**Run 1: routed metal per tile**

14 x 14 tiles, from white (low) to dark blue (high), scaled to the fullest tile. Values are wire area over tile area, all layers added.
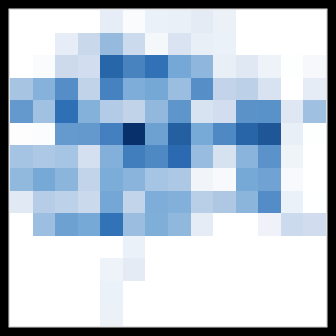
**Run 1: routing congestion map**

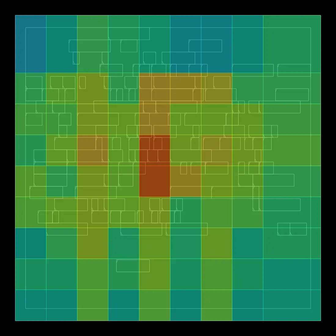
**Run 1: layout detail**

Bar = 5 µm. Window x 41 to 61, y 41 to 61 µm. Cells in gray, sequential cells in the stronger gray; small squares are vias.
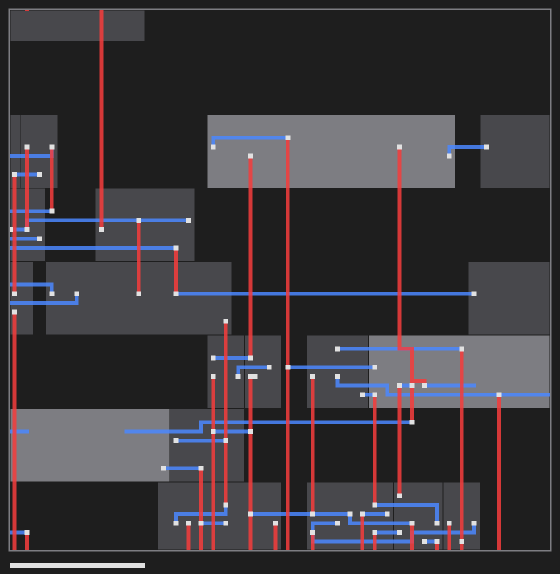
**Run 1: wiring by layer**

Bar = 20 µm. Only two layers are drawn.
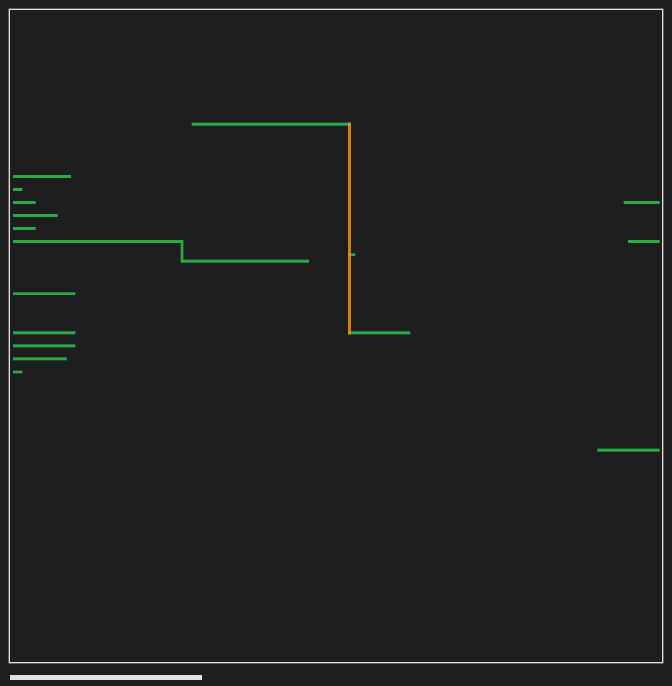
==> config.mk <==
export PLATFORM = sky130hd
export DESIGN_NAME = arbiter_client
export DESIGN_NICKNAME = d
export VERILOG_FILES = /design/src/rtl/arbiter_pkg.sv /design/src/rtl/arbiter_client_cnt.sv /design/src/rtl/arbiter_client.sv
export SDC_FILE = /design/constraint.sdc
export NUM_CORES = 1
export LEC_CHECK = 0
export CAP_MARGIN = 0
export CORE_MARGIN = 2
export CORE_UTILIZATION = 25
export CTS_CLUSTER_DIAMETER = 80
export DETAILED_ROUTE_END_ITERATION = 16
export PLACE_DENSITY = 0.49
export REMOVE_ABC_BUFFERS = 1
export SLEW_MARGIN = 10
export SYNTH_ARGS = -nofsm -noshare
export SYNTH_HDL_FRONTEND = slang
export SYNTH_SLANG_ARGS = --single-unit
==> constraint.sdc <==
create_clock -name clk -period 1.75 [get_ports clk]
set_input_delay 0.2625 -clock clk [delete_from_list [all_inputs] [get_ports clk]]
set_output_delay 0.2625 -clock clk [all_outputs]
set_load 0.1 [all_outputs]
==> summary.txt <==
Status on the layout run. In the placement report, post-DP HPWL is listed as 1.60 mm. Global placer's final weighted congestion landed at 0.730. Per the summary, power density relative to cell area is 1860 nW/µm². Area growth from synthesis to layout landed at 43.8%.

Number of hold-repair buffers added at the cts stage landed at 0. STA classifies the critical path startpoint as a primary input. The synth_stat.txt file lists the number of cells as 102. Per the detail_route report, vias per standard cell equal 4.38. Max-slew violation count landed at 0. The share of the Yosys chip area taken by registers is 0.488. Per the cell usage report, the commonest logic cell in the layout is dfrtp_1. Leftover overflow at the end of global routing landed at 0. Total clock buffers created by CTS landed at 3. The finished design was reported to have a net count of 141. Summing over the stages, the warning tally comes to 25.

The floorplan has 23 rows. The clock period could shrink to 1.63 ns. The worst setup path is captured at an output pin.

Global-route wire length before repair landed at 3.69 mm. VDD sags by at most 0.958 mV. Worst reg-to-reg path cell count landed at 6. TritonCTS built the clock tree. The registers of the reported paths see a clock transition of 0.08 ns. Data arrival time at the worst-slack endpoint landed at 1.37 ns.

The top cell types in the final layout, fill and taps aside, are dfrtp_1 (20), nor2_1 (12), nand2_1 (12). Wire length on met1 landed at 958 µm. After floorplanning, the die was sized to cover 4630 µm². Post-synthesis area per instance landed at 10.0 µm². For reference, the critical path cell chain is clkdlybuf4s50_1 > nand2_1 > nor2_2 > buf_4 > buf_12. Timing would allow up to 0.613 GHz.

The initial antenna violation count came to 0. Cell resize tally after clock tree synthesis landed at 0. Summed negative setup slack over all endpoints landed at 0 ns. Number of unique standard cell types used by synthesis landed at 30. Post-synthesis cell count landed at 102. Of the post-synthesis cell area, the dominant cell type holds 0.488.

For this design, the slowest cell found on the critical path is clkdlybuf4s50_1. Total chip power landed at 0.00273 W. Setup slack of the worst register-to-register path landed at 0.29 ns. The pre-antenna-repair detailed-routing pass consisted of 4 iterations.

Critical path data required time landed at 1.49 ns. The routed design uses 982 µm of met2 wire. Post-CTS setup buffer count landed at 0. The synthesis report lists the most area-consuming cells as dfrtp_1 (49%), xor2_1 (8.5%), nand2_1 (4.4%). 19 I/O pins were placed. Number of endpoints with negative hold slack in the final report landed at 0. The type recorded for the worst min-delay path is primary input to async pin. Number of global-route vias before repair landed at 804. On the worst path, the slowest cell contributes a delay of 0.54 ns. Horizontal die size landed at 68.0 µm. Worst max-slew margin expressed relative to the limit landed at 0.807. Setup repair after global routing left no endpoint under its margin.

Post-route worst hold slack landed at 0.333 ns. The run finished with clean final reports. The final timing summary puts the cycle share of the worst path at 0.933. Core utilization at floorplan landed at 0.258. Slew at the pin closest to its max-slew limit landed at 0.287 ns. The final report lists the setup-violating endpoint count as 0. Largest fanout on the critical path landed at 6. The tree is rooted in a clkbuf_8. The finished layout reports a core utilization of 0.371. Per the placement log, port buffering inserted 18 buffers. Initial DRC count landed at 13. In this run the deepest clock path goes through 2 buffers. The floorplan step set the die height to 68.0 µm.

Share of layout cells above drive strength 1 landed at 0.188. Max-cap check violation count landed at 0. In the synthesis report, Yosys lists the chip area as 1020 µm². The worst setup path is of the primary input to output pin kind. Number of warnings reported in the yosys synthesis log landed at 0. CTS built an H-tree with a depth of 1. The later pin in the worst-skew pair is clocked with a latency of 0.26 ns. Core outline area landed at 3970 µm².

Entering global routing, the biggest net connects 21 pins.
Notes on 'routed metal per tile' above:
densest ninth of the die	center
mean over tiles	0.070
emptiest ninth of the die	lower right
fullest tile	0.32
tiles over half the peak	17%
WL final: 2.07 mm
number of vias after detailed routing: 779
Total Routing Usage GR: 0.109
Wirelength per Cell: 11.6 µm

Notes on 'routing congestion map' above:
global routing met2 resource utilization: 0.182
met1 layer usage reported by global route: 0.133
met3 track demand over resource: 0.0395
layer carrying the most global-route usage: met2

Notes on 'layout detail' above:
color	layer
blue	M1
red	M2
cells with their middle in the window	15
most frequent	dfrtp_1 (3), nand2_1 (2)
sequential cells in the window	3

Notes on 'wiring by layer' above:
color	layer	wire length
green	M3	108 µm
orange	M4	21.8 µm

run 1: cell type report:
cell class	count	area, µm²
fillers	399	2500
flip-flops and latches	20	500
multi-input cells	76	499
repair buffers	24	325
well taps	50	62.6
clock buffers	3	41.3
clock inverters	1	30.0
inverters	4	15.0
run 1: Yosys cell counts, drive strengths merged:
library cell and count:
nor2 13, mux2i 2, buf 2, and2 2
o211ai 1, nand4 5, a31oi 1, nor4 1
and3 1, nand2b 3, nor3 1, or3 1
dfrtp 20, nor3b 1, nand2 12, nand3b 5
o21ai 4, ha 3, nor4b 1, a21o 1
a22oi 1, xnor2 4, xor2 10, inv 4
a21oi 2, nand3 1
run 1: worst max-delay path, delay by kind of cell:
kind                   cells  cell delay [ns]
AND/OR/NAND/NOR            2             0.20
buffers and inverters      3             0.90
run 1: logic make-up (layout without fill, tap and decap cells):
logic type,count (synthesis),count (layout),synth area share
flip-flops,20,20,0.488
XOR/XNOR,14,14,0.120
adder cells (fa/ha/maj),3,3,0.0366
AND/OR/NAND/NOR,47,47,0.254
buffers and inverters,6,32,0.0244
multiplexers,2,2,0.0195
AND-OR/OR-AND,10,10,0.0574
run 1: power breakdown:
part | internal, W | switching (W) | total (W)
logic | 0.000594 | 0.000897 | 0.00149
clock network | 0.000306 | 0.000162 | 0.000468
registers | 0.000598 | 0.000179 | 0.000777
run 1: stage by stage:
stage | std cells | instance area, µm² | setup WS [ns]
after floorplan | 100 | 1010 | -0.999
after global placement | 174 | 1400 | 0.0822
after detailed placement | 174 | 1400 | 0.0771
after CTS | 178 | 1470 | 0.0930
after global routing | 178 | 1470 | 0.0360
final | 178 | 1470 | 0.118
Power and IR drop assume default switching activity.
